===== config.mk =====
export PLATFORM = sky130hd
export DESIGN_NAME = gmii_rx_mac_flat
export DESIGN_NICKNAME = d
export VERILOG_FILES = /design/src/rtl/eth_pkg.sv /design/src/rtl/gmii_rx_mac_if.sv /design/src/rtl/crc32_byte.sv /design/src/rtl/gmii_rx_mac.sv /design/src/flat_wrapper.sv
export SDC_FILE = /design/constraint.sdc
export NUM_CORES = 1
export LEC_CHECK = 0
export ABC_AREA = 1
export ABC_CLOCK_PERIOD_IN_PS = 2080
export CAP_MARGIN = 25
export CORE_UTILIZATION = 40
export DETAILED_ROUTE_END_ITERATION = 7
export REMOVE_ABC_BUFFERS = 1
export SYNTH_ARGS = -nofsm -noshare
export SYNTH_HDL_FRONTEND = slang
export SYNTH_HIERARCHICAL = 1
export SYNTH_SLANG_ARGS = --single-unit

===== constraint.sdc =====
create_clock -name gmii_rx_clk -period 2.08 [get_ports gmii_rx_clk]
set_input_delay 0.208 -clock gmii_rx_clk [delete_from_list [all_inputs] [get_ports gmii_rx_clk]]
set_output_delay 0.208 -clock gmii_rx_clk [all_outputs]
set_load 0.01 [all_outputs]

===== src/rtl/eth_pkg.sv =====
// rtl/eth_pkg.sv - shared Ethernet receive constants and state type
//   rx_state_t     : framing FSM states
//   ETH_*          : preamble and start-of-frame delimiter bytes
//   CRC32_*        : reflected CRC-32 polynomial, seed and good-frame residue
package eth_pkg;

  typedef enum logic [1:0] {
    IDLE,
    PREAMBLE,
    PAYLOAD,
    DROP
  } rx_state_t;

  localparam logic [7:0]  ETH_PREAMBLE    = 8'h55;
  localparam logic [7:0]  ETH_SFD         = 8'hD5;

  localparam logic [31:0] CRC32_POLY_REFL = 32'hEDB88320;
  localparam logic [31:0] CRC32_INIT      = 32'hFFFFFFFF;
  // Register value after running data plus its own FCS through the CRC
  // with no final inversion.
  localparam logic [31:0] CRC32_RESIDUE   = 32'hDEBB20E3;

endpackage


===== src/rtl/gmii_rx_mac_if.sv =====
// rtl/gmii_rx_mac_if.sv - byte-wide output stream bundle of the receive MAC
//   tdata  : payload byte
//   tvalid : beat valid, no tready (sink always accepts)
//   tlast  : last payload byte of a frame
//   tuser  : bad frame, meaningful only with tlast
//   master : driven by the MAC
//   slave  : consumed by the downstream parser
interface gmii_rx_mac_if;

  logic [7:0] tdata;
  logic       tvalid;
  logic       tlast;
  logic       tuser;

  modport master (output tdata, output tvalid, output tlast, output tuser);
  modport slave  (input  tdata, input  tvalid, input  tlast, input  tuser);

endinterface


===== src/rtl/crc32_byte.sv =====
// rtl/crc32_byte.sv - combinational one-byte step of the reflected CRC-32
//   crc_i  : current CRC register
//   data_i : byte to absorb, LSB first
//   crc_o  : CRC register after the byte (no final inversion)
module crc32_byte
  import eth_pkg::*;
(
  input  logic [31:0] crc_i,
  input  logic [7:0]  data_i,
  output logic [31:0] crc_o
);

  logic [31:0] c;

  always_comb begin
    c = crc_i ^ {24'h000000, data_i};
    for (int i = 0; i < 8; i++) begin
      c = c[0] ? ((c >> 1) ^ CRC32_POLY_REFL) : (c >> 1);
    end
    crc_o = c;
  end

endmodule


===== src/rtl/gmii_rx_mac.sv =====
// rtl/gmii_rx_mac.sv - GMII receive framing: preamble/SFD strip, FCS strip and check
//   gmii_rx_clk     : single 125 MHz receive clock
//   rst             : synchronous active-high reset
//   gmii_rx_dv/rxd/rx_er : GMII receive inputs
//   m_axis          : payload stream (tdata/tvalid/tlast/tuser), registered
//   stat_frames_ok  : wrapping count of good frames
//   stat_frames_bad : wrapping count of bad frames, beatless ones included
module gmii_rx_mac
  import eth_pkg::*;
#(
  parameter int MAX_FRAME = 1518,
  parameter int MIN_FRAME = 64
) (
  input  logic          gmii_rx_clk,
  input  logic          rst,
  input  logic          gmii_rx_dv,
  input  logic [7:0]    gmii_rxd,
  input  logic          gmii_rx_er,
  gmii_rx_mac_if.master m_axis,
  output logic [31:0]   stat_frames_ok,
  output logic [31:0]   stat_frames_bad
);

  localparam int LEN_W = $clog2(MAX_FRAME + 2);
  localparam logic [LEN_W-1:0] LEN_MAX = LEN_W'(MAX_FRAME);
  localparam logic [LEN_W-1:0] LEN_SAT = LEN_W'(MAX_FRAME + 1);
  localparam logic [LEN_W-1:0] LEN_MIN = LEN_W'(MIN_FRAME);

  rx_state_t        state_q;
  logic [31:0]      crc_q;
  logic [31:0]      crc_d;
  logic [LEN_W-1:0] len_q;
  logic             err_q;
  // Four-byte delay line: the newest four bytes are candidate FCS bytes, so
  // a byte is only known to be payload once four more bytes arrive.
  logic [7:0]       dly_q [4];
  logic [2:0]       fill_q;
  // The byte pushed out of the delay line waits here; it is emitted when the
  // next byte arrives (tlast=0) or at end of frame (tlast=1).
  logic [7:0]       pend_q;
  logic             pend_vld_q;

  logic [7:0]       tdata_q;
  logic             tvalid_q;
  logic             tlast_q;
  logic             tuser_q;
  logic [31:0]      ok_q;
  logic [31:0]      bad_q;

  logic             frame_bad;

  crc32_byte u_crc (
    .crc_i  (crc_q),
    .data_i (gmii_rxd),
    .crc_o  (crc_d)
  );

  always_comb begin
    frame_bad = (crc_q != CRC32_RESIDUE) || (len_q < LEN_MIN) || err_q;
  end

  always_ff @(posedge gmii_rx_clk) begin
    if (rst) begin
      state_q    <= IDLE;
      crc_q      <= CRC32_INIT;
      len_q      <= '0;
      err_q      <= 1'b0;
      for (int i = 0; i < 4; i++) dly_q[i] <= 8'h00;
      fill_q     <= 3'd0;
      pend_q     <= 8'h00;
      pend_vld_q <= 1'b0;
      tdata_q    <= 8'h00;
      tvalid_q   <= 1'b0;
      tlast_q    <= 1'b0;
      tuser_q    <= 1'b0;
      ok_q       <= 32'd0;
      bad_q      <= 32'd0;
    end else begin
      tvalid_q <= 1'b0;
      tlast_q  <= 1'b0;
      tuser_q  <= 1'b0;

      case (state_q)
        IDLE, PREAMBLE: begin
          if (!gmii_rx_dv) begin
            state_q <= IDLE;
          end else if (gmii_rxd == ETH_PREAMBLE) begin
            state_q <= PREAMBLE;
          end else if (gmii_rxd == ETH_SFD) begin
            state_q    <= PAYLOAD;
            crc_q      <= CRC32_INIT;
            len_q      <= '0;
            err_q      <= 1'b0;
            fill_q     <= 3'd0;
            pend_vld_q <= 1'b0;
          end else begin
            state_q <= DROP;
          end
        end

        PAYLOAD: begin
          if (!gmii_rx_dv) begin
            if (pend_vld_q) begin
              tdata_q  <= pend_q;
              tvalid_q <= 1'b1;
              tlast_q  <= 1'b1;
              tuser_q  <= frame_bad;
            end
            if (frame_bad) bad_q <= bad_q + 32'd1;
            else           ok_q  <= ok_q + 32'd1;
            pend_vld_q <= 1'b0;
            state_q    <= IDLE;
          end else if (len_q == LEN_MAX) begin
            // This byte would push the frame past MAX_FRAME: close the
            // stream now as bad and discard the remainder.
            if (pend_vld_q) begin
              tdata_q  <= pend_q;
              tvalid_q <= 1'b1;
              tlast_q  <= 1'b1;
              tuser_q  <= 1'b1;
            end
            bad_q      <= bad_q + 32'd1;
            len_q      <= LEN_SAT;
            pend_vld_q <= 1'b0;
            state_q    <= DROP;
          end else begin
            crc_q <= crc_d;
            len_q <= len_q + LEN_W'(1);
            if (gmii_rx_er) err_q <= 1'b1;
            dly_q[0] <= gmii_rxd;
            dly_q[1] <= dly_q[0];
            dly_q[2] <= dly_q[1];
            dly_q[3] <= dly_q[2];
            if (fill_q == 3'd4) begin
              pend_q     <= dly_q[3];
              pend_vld_q <= 1'b1;
              if (pend_vld_q) begin
                tdata_q  <= pend_q;
                tvalid_q <= 1'b1;
              end
            end else begin
              fill_q <= fill_q + 3'd1;
            end
          end
        end

        DROP: begin
          if (!gmii_rx_dv) state_q <= IDLE;
        end

        default: state_q <= IDLE;
      endcase
    end
  end

  assign m_axis.tdata     = tdata_q;
  assign m_axis.tvalid    = tvalid_q;
  assign m_axis.tlast     = tlast_q;
  assign m_axis.tuser     = tuser_q;
  assign stat_frames_ok   = ok_q;
  assign stat_frames_bad  = bad_q;

endmodule


===== src/flat_wrapper.sv =====
// flat-port wrapper written by rule: the top's interface ports become plain ports
module gmii_rx_mac_flat import eth_pkg::*;
#(
  parameter int MAX_FRAME = 1518,
  parameter int MIN_FRAME = 64
)
  (gmii_rx_clk, rst, gmii_rx_dv, gmii_rxd, gmii_rx_er, stat_frames_ok, stat_frames_bad, m_axis_tdata, m_axis_tvalid, m_axis_tlast, m_axis_tuser);
  gmii_rx_mac_if m_axis_i ();
  input  logic gmii_rx_clk;
  input  logic rst;
  input  logic gmii_rx_dv;
  input  logic [7:0] gmii_rxd;
  input  logic gmii_rx_er;
  output logic [31:0] stat_frames_ok;
  output logic [31:0] stat_frames_bad;
  output wire logic [$bits(m_axis_i.tdata)-1:0] m_axis_tdata;
  output wire logic [$bits(m_axis_i.tvalid)-1:0] m_axis_tvalid;
  output wire logic [$bits(m_axis_i.tlast)-1:0] m_axis_tlast;
  output wire logic [$bits(m_axis_i.tuser)-1:0] m_axis_tuser;
  assign m_axis_tdata = m_axis_i.tdata;
  assign m_axis_tvalid = m_axis_i.tvalid;
  assign m_axis_tlast = m_axis_i.tlast;
  assign m_axis_tuser = m_axis_i.tuser;
  gmii_rx_mac #(.MAX_FRAME(MAX_FRAME), .MIN_FRAME(MIN_FRAME)) u_core (.gmii_rx_clk(gmii_rx_clk), .rst(rst), .gmii_rx_dv(gmii_rx_dv), .gmii_rxd(gmii_rxd), .gmii_rx_er(gmii_rx_er), .m_axis(m_axis_i), .stat_frames_ok(stat_frames_ok), .stat_frames_bad(stat_frames_bad));
endmodule

run_1/logic_types.png
Drawn at 3 px/um.
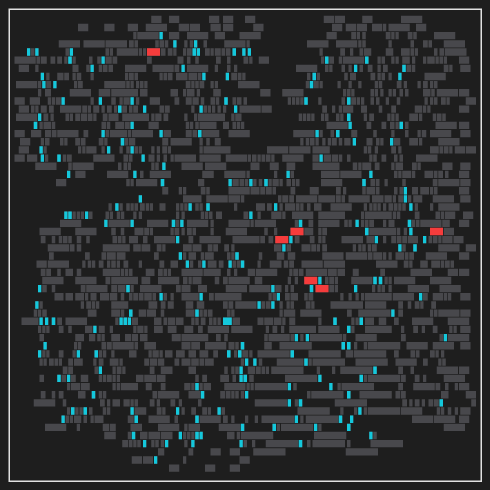
fa/ha/maj cells -> red  # cells 6
inv cells -> cyan  # cells 193, where widely spread

run_1/io_fan.png
Drawn at 2 px/um.
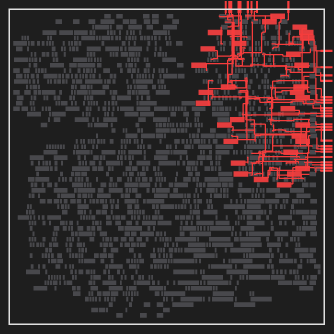
stat_frames_bad -> red  # bits 32, direction output, edge 23 east, 9 north, end cells 32, wire 1640 um
io pins: 87
# port buffers: 86

==> results.sh, run 1 <==
# source this file to load flow results
export IMPL_ys_sh_aoi_pct=5.95
export IMPL_place_gp_congestion=0.876
export IMPL_root_buffer="clkbuf_16"
export IMPL_hold_ws_ns=0.123
export IMPL_fin_crit_ns=1.89
export IMPL_syn_avg_cell_area_um2=6.62
export IMPL_fin_tns_setup_ns=0
export IMPL_clk_power_mw=3.27
export IMPL_fin_util_pct=50.4
export IMPL_r2r_start="u_core/len_q[0]$_SDFFE_PP0P_"
export IMPL_p_seq_share_pct=44.4
export IMPL_regArea_um2=3620
export IMPL_gr_usage_all_layers_pct=21.3
export IMPL_status="finished, final reports clean"
export IMPL_ir_worst_vdd_v=0.000465
export IMPL_ys_warn_count=6
export IMPL_clkLatencyLatePin_ns=0.44
export IMPL_clock_sinks=165
export IMPL_crit_type="reg -> reg"
export IMPL_grt_pass1_vias=8501
export IMPL_grt_ovfl_total=0
export IMPL_dp_hpwl_um=17700
export IMPL_hold_viol=0
export IMPL_hold_depth=4
export IMPL_startpoint_type="register"
export IMPL_netSwitchingFraction_pct=29.8
export IMPL_nets=1593
export IMPL_synth_xor_area_share_pct=6.00
export IMPL_intPower_mw=5.36
export IMPL_drc_errors=0
export IMPL_top_power_group="registers"
export IMPL_final_cell_mix="435 x nand2_1, 197 x nor2_1, 172 x inv_1"
export IMPL_htreeDepth=4
export IMPL_grt_max_degree=70
export IMPL_postPlaceCellArea_um2=11200
export IMPL_synth_seq_cells=165
export IMPL_power_mw=7.63
export IMPL_dr_wl_met2_um=11900
export IMPL_clockPowerShare_pct=42.9
export IMPL_ys_cells=1449
export IMPL_slew_viol_final=0
export IMPL_grt_util_met1_pct=26.9
export IMPL_synth_async_sr_flop_share_pct=0
export IMPL_met3_length_um=853
export IMPL_final_cell_count_no_fill=1907
export IMPL_clock_path_buffers=2
export IMPL_netlist_area_um2=9590
export IMPL_layout_top_cell="nand2_1"
export IMPL_initial_core_util_pct=40.8
export IMPL_top_layer="met4"
export IMPL_timing_final_ws_setup_ns=0.192
export IMPL_setup_viol=0
export IMPL_timing_reg2reg_setup_slack_ns=0.19
export IMPL_synth_area_mux_share_pct=0
export IMPL_die_size_y_um=157
export IMPL_met2_usage_pct=36.6
export IMPL_synth_distinct_cells=43
export IMPL_fin_area_um2=11800
export IMPL_first_iter_violations=640
export IMPL_ant_nets=0
export IMPL_combGateArea_um2=5050
export IMPL_p_switching_mw=2.27
export IMPL_dp_slack_ns=-0.121
export IMPL_cp_data_required_time_ns=2.45
export IMPL_crit_path_max_fanout=13
export IMPL_skew_ns=0.0185
export IMPL_dp_cells=1875
export IMPL_cts_resized_gates=1
export IMPL_final_layout_size_suffix_gt1_share_pct=10.8
export IMPL_top_logic_kind="simple AND/OR/NAND/NOR gates"
export IMPL_worst_slew_pin_slew_ns=0.615
export IMPL_cts_clk_slew_worst_paths_ns=0.07
export IMPL_area_leaders="dfxtp_1 28%, nand2_1 17%, edfxtp_1 10%"
export IMPL_rsz0062_at_grt="false"
export IMPL_cts_setup_buffers=0
export IMPL_worst_r2r_cell_count=12
export IMPL_p_comb_mw=0.964
export IMPL_top_area_share_pct=27.8
export IMPL_ys_seq_share_pct=37.8
export IMPL_min_period_over_period_pct=90.8
export IMPL_p_per_area_nw_per_um2=644
export IMPL_wl_met1_um=11700
export IMPL_dr_pass1_iters=5
export IMPL_hp_class="in -> reg"
export IMPL_busiest_layer="met2"
export IMPL_synthTopCellsByCount="435 x nand2_1, 198 x nor2_1, 172 x inv_1"
export IMPL_tool_warnings=27
export IMPL_holdPathEnd="u_core/m_axis.tvalid$_SDFF_PP0_"
export IMPL_cts_tree="yes"
export IMPL_worstSetupStartpoint="u_core/len_q[0]$_SDFFE_PP0P_"
export IMPL_p_seq_mw=3.39
export IMPL_max_freq_ghz=0.530
export IMPL_use_met3_pct=3.43
export IMPL_power_frac_comb_pct=12.6
export IMPL_max_slew_margin_rel_pct=59.0
export IMPL_yosysMostFrequentCell="nand2_1"
export IMPL_routedWlPerCell_um=13.0
export IMPL_vias=9125
export IMPL_core_area_um2=23500
export IMPL_drv_cap=0
export IMPL_yosys_area_um2=9590
export IMPL_postCtsHoldBufs=0
export IMPL_yosysTopAreaCell="dfxtp_1"
export IMPL_synthCells=1449
export IMPL_yosys_area_share_adder_pct=0.783
export IMPL_grt_antenna_before_repair=0
export IMPL_routed_via_density=4.79
export IMPL_cellLeakagePower_nw=5.10
export IMPL_wirelength_um=24800
export IMPL_grt_pass1_wl_um=41600
export IMPL_synthSimpleGateAreaFrac_pct=39.8
export IMPL_worstSetupEndpointType="register"
export IMPL_diodes=0
export IMPL_fp_dieW_um=157
export IMPL_r2r_end="u_core/crc_q[3]$_SDFFE_PP1P_"
export IMPL_worstHoldStart="rst"
export IMPL_edf_count=32
export IMPL_cp_arrival_ns=2.26
export IMPL_ff_type="dfxtp_1"
export IMPL_numCtsBuffers=17
export IMPL_chip_area_um2=24600
export IMPL_crit_path_end="u_core/crc_q[3]$_SDFFE_PP1P_"
export IMPL_area_delta_synth_final_pct=23.5
run_1/placement.png
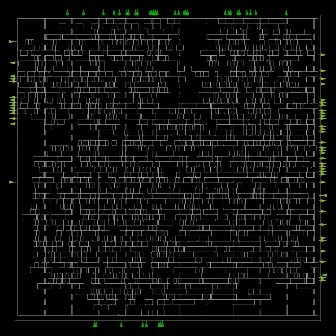
fillcell total: 2347
# rows: 56
fraction of area in registers: 30.6%

-- run 1: worst max-delay path, stage by stage (launching register included) --
cell     delay, ns
dfxtp_1       0.39
inv_1         0.08
ha_1          0.20
nand2_1       0.08
nor3_2        0.04
nand3_2       0.09
nand2_4       0.10
nor2_2        0.20
inv_2         0.08
nand2_2       0.14
buf_4         0.21
o21ai_0       0.11
nand3_1       0.10
-- run 1: layout make-up --
class | count | area share [%]
Tap cell | 319 | 3.37
Timing Repair Buffer | 146 | 11.9
Multi-Input combinational cell | 1052 | 42.7
Clock inverter | 15 | 1.70
Sequential cell | 165 | 30.6
Inverter | 193 | 6.16
Clock buffer | 17 | 3.59
## Run 2: what changed since run 1
--- a/config.mk
+++ b/config.mk
@@ -15,3 +15,4 @@
 export SYNTH_HDL_FRONTEND = slang
 export SYNTH_HIERARCHICAL = 1
 export SYNTH_SLANG_ARGS = --single-unit
+export TNS_END_PERCENT = 50
==> results.sh, run 2 <==
# source this file to load flow results
export IMPL_final_layout_size_suffix_gt1_share_pct=10.8
export IMPL_use_met3_pct=3.43
export IMPL_grt_util_met1_pct=26.9
export IMPL_holdPathEnd="u_core/m_axis.tvalid$_SDFF_PP0_"
export IMPL_dp_cells=1875
export IMPL_routed_via_density=4.79
export IMPL_met3_length_um=853
export IMPL_tool_warnings=27
export IMPL_grt_pass1_wl_um=41600
export IMPL_n_fill_cell=2347
export IMPL_hold_ws_ns=0.123
export IMPL_p_comb_mw=0.964
export IMPL_ant_nets=0
export IMPL_path_cells="inv_1 > ha_1 > nand2_1 > nor3_2 > nand3_2 > nand2_4 > nor2_2 > inv_2 > nand2_2 > buf_4 > o21ai_0 > nand3_1"
export IMPL_cp_top_family="simple AND/OR/NAND/NOR gates"
export IMPL_ys_seq_share_pct=37.8
export IMPL_p_seq_mw=3.39
export IMPL_max_freq_ghz=0.530
export IMPL_regArea_um2=3620
export IMPL_drv_cap=0
export IMPL_first_iter_violations=640
export IMPL_dr_wl_met2_um=11900
export IMPL_fin_area_um2=11800
export IMPL_clock_sinks=165
export IMPL_slew_viol_final=0
export IMPL_cts_tree="yes"
export IMPL_final_cell_mix="435 x nand2_1, 197 x nor2_1, 172 x inv_1"
export IMPL_ff_type="dfxtp_1"
export IMPL_chip_area_um2=24600
export IMPL_vias=9125
export IMPL_place_gp_congestion=0.876
export IMPL_logic_gate_count=1052
export IMPL_r2r_start="u_core/len_q[0]$_SDFFE_PP0P_"
export IMPL_worstHoldStart="rst"
export IMPL_cp_arrival_ns=2.26
export IMPL_power_frac_comb_pct=12.6
export IMPL_clock_area_share_pct=5.29
export IMPL_p_switching_mw=2.27
export IMPL_yosysMostFrequentCell="nand2_1"
export IMPL_num_rows=56
export IMPL_critPathMaxStageDelay_ns=0.39
export IMPL_grt_antenna_before_repair=0
export IMPL_cp_data_required_time_ns=2.45
export IMPL_intPower_mw=5.36
export IMPL_clockPowerShare_pct=42.9
export IMPL_ys_warn_count=6
export IMPL_edf_count=32
export IMPL_netlist_area_um2=9590
export IMPL_ys_cells=1449
export IMPL_fin_crit_ns=1.89
export IMPL_top_layer="met4"
export IMPL_synthCells=1449
export IMPL_critPathBufInv=3
export IMPL_busiest_layer="met2"
export IMPL_synth_distinct_cells=43
export IMPL_netSwitchingFraction_pct=29.8
export IMPL_ios=87
export IMPL_ir_worst_vdd_v=0.000465
export IMPL_min_period_over_period_pct=90.8
export IMPL_n_clock_buffer=17
export IMPL_root_buffer="clkbuf_16"
export IMPL_drc_errors=0
export IMPL_crit_path_end="u_core/crc_q[3]$_SDFFE_PP1P_"
export IMPL_grt_pass1_vias=8501
export IMPL_grt_max_degree=70
export IMPL_timing_final_ws_setup_ns=0.192
export IMPL_clkLatencyLatePin_ns=0.44
export IMPL_syn_avg_cell_area_um2=6.62
export IMPL_nets=1593
export IMPL_top_area_share_pct=27.8
export IMPL_cp_depth=12
export IMPL_dr_pass1_iters=5
export IMPL_combGateArea_um2=5050
export IMPL_layout_top_cell="nand2_1"
export IMPL_wl_met1_um=11700
export IMPL_skew_ns=0.0185
export IMPL_htreeDepth=4
export IMPL_worst_slew_pin_slew_ns=0.615
export IMPL_status="finished, final reports clean"
export IMPL_synth_seq_cells=165
export IMPL_hold_depth=4
export IMPL_diodes=0
export IMPL_area_leaders="dfxtp_1 28%, nand2_1 17%, edfxtp_1 10%"
export IMPL_seq_share_pct=30.6
export IMPL_startpoint_type="register"
export IMPL_cts_clk_slew_worst_paths_ns=0.07
export IMPL_timing_reg2reg_setup_slack_ns=0.19
export IMPL_top_power_group="registers"
export IMPL_crit_slowest_cell="dfxtp_1"
export IMPL_inv_count=193
export IMPL_hold_viol=0
export IMPL_clk_power_mw=3.27
export IMPL_area_delta_synth_final_pct=23.5
export IMPL_largest_cell_class="combinational gates"
export IMPL_max_slew_margin_rel_pct=59.0
export IMPL_dp_slack_ns=-0.121
export IMPL_hp_class="in -> reg"
export IMPL_synth_async_sr_flop_share_pct=0
export IMPL_cts_setup_buffers=0
export IMPL_comb_share_pct=42.7
export IMPL_crit_path_max_fanout=13
export IMPL_met2_usage_pct=36.6
export IMPL_p_seq_share_pct=44.4
export IMPL_r2r_end="u_core/crc_q[3]$_SDFFE_PP1P_"
export IMPL_numCtsBuffers=17
export IMPL_nonClkBufAreaFrac_pct=11.9
export IMPL_p_per_area_nw_per_um2=644
export IMPL_synthTopCellsByCount="435 x nand2_1, 198 x nor2_1, 172 x inv_1"
export IMPL_setup_viol=0
export IMPL_dp_hpwl_um=17700
export IMPL_crit_type="reg -> reg"
export IMPL_worst_r2r_cell_count=12
export IMPL_wirelength_um=24800
export IMPL_rsz0062_at_grt="false"
export IMPL_grt_ovfl_total=0
export IMPL_yosys_area_um2=9590
export IMPL_port_buffers=86
export IMPL_routedWlPerCell_um=13.0
export IMPL_initial_core_util_pct=40.8
export IMPL_postPlaceCellArea_um2=11200
export IMPL_worstSetupEndpointType="register"
export IMPL_buffers=146
export IMPL_gr_usage_all_layers_pct=21.3
export IMPL_clock_path_buffers=2
export IMPL_fin_tns_setup_ns=0
export IMPL_worstSetupStartpoint="u_core/len_q[0]$_SDFFE_PP0P_"
export IMPL_power_mw=7.63
export IMPL_yosysTopAreaCell="dfxtp_1"
-- run 2: cell counts after synthesis --
Identical to the previous run, type by type.
-- run 2: worst min-delay path: cells and delay by family --
kind          cells  cell delay, ns
simple gates      1            0.08
buf+inv           3            0.22
-- run 2: logic make-up after synthesis --
| group | Yosys count | share of synthesized area (%) |
|---|---|---|
| AOI/OAI and AO/OA | 111 | 5.95 |
| xor gates and xnor gates | 64 | 6.00 |
| adders and majority gates | 6 | 0.783 |
| buffers and inverters | 232 | 9.70 |
| DFF | 165 | 37.8 |
| and+or+nand+nor | 871 | 39.8 |
-- run 2: repair_timing --
| item | in CTS | in global routing |
|---|---|---|
| hold buffers | 0 | 0 |
| gates resized | 1 | 6 |
| hold endpoints to repair | 0 | 0 |
| setup endpoints to repair | 2 | 22 |
run_2/io_fan.png
Drawn at 2 px/um.
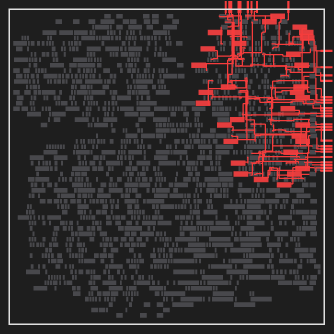
stat_frames_bad -> red  # bits 32, direction output, edge 23 east, 9 north, end cells 32, wire 1640 um

run_2/placement.png
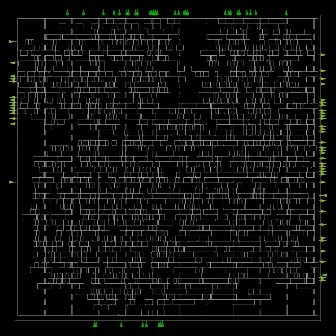
Util after Layout: 50.4%
final cell count without fillers: 1907
Tapcells: 319
Core Region: 23500 um^2
flip-flops: 165

run_2/io_placement.png
Drawn at 3 px/um. Pins as bars across the die edge, other pins in grey.
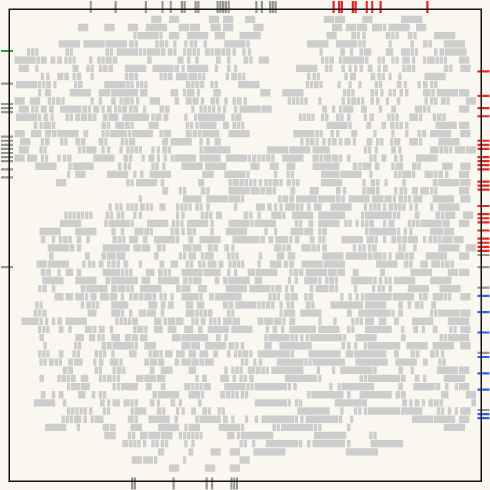
gmii_rx_clk -> green  # pins 1, direction input, edge west
m_axis_tdata -> blue  # pins 8, direction output, edge east
stat_frames_bad -> red  # pins 32, direction output, edge 23 east, 9 north
all pins by edge = 36 east, 28 north, 15 west, 8 south
Die Wd: 157 um
die height: 157 um

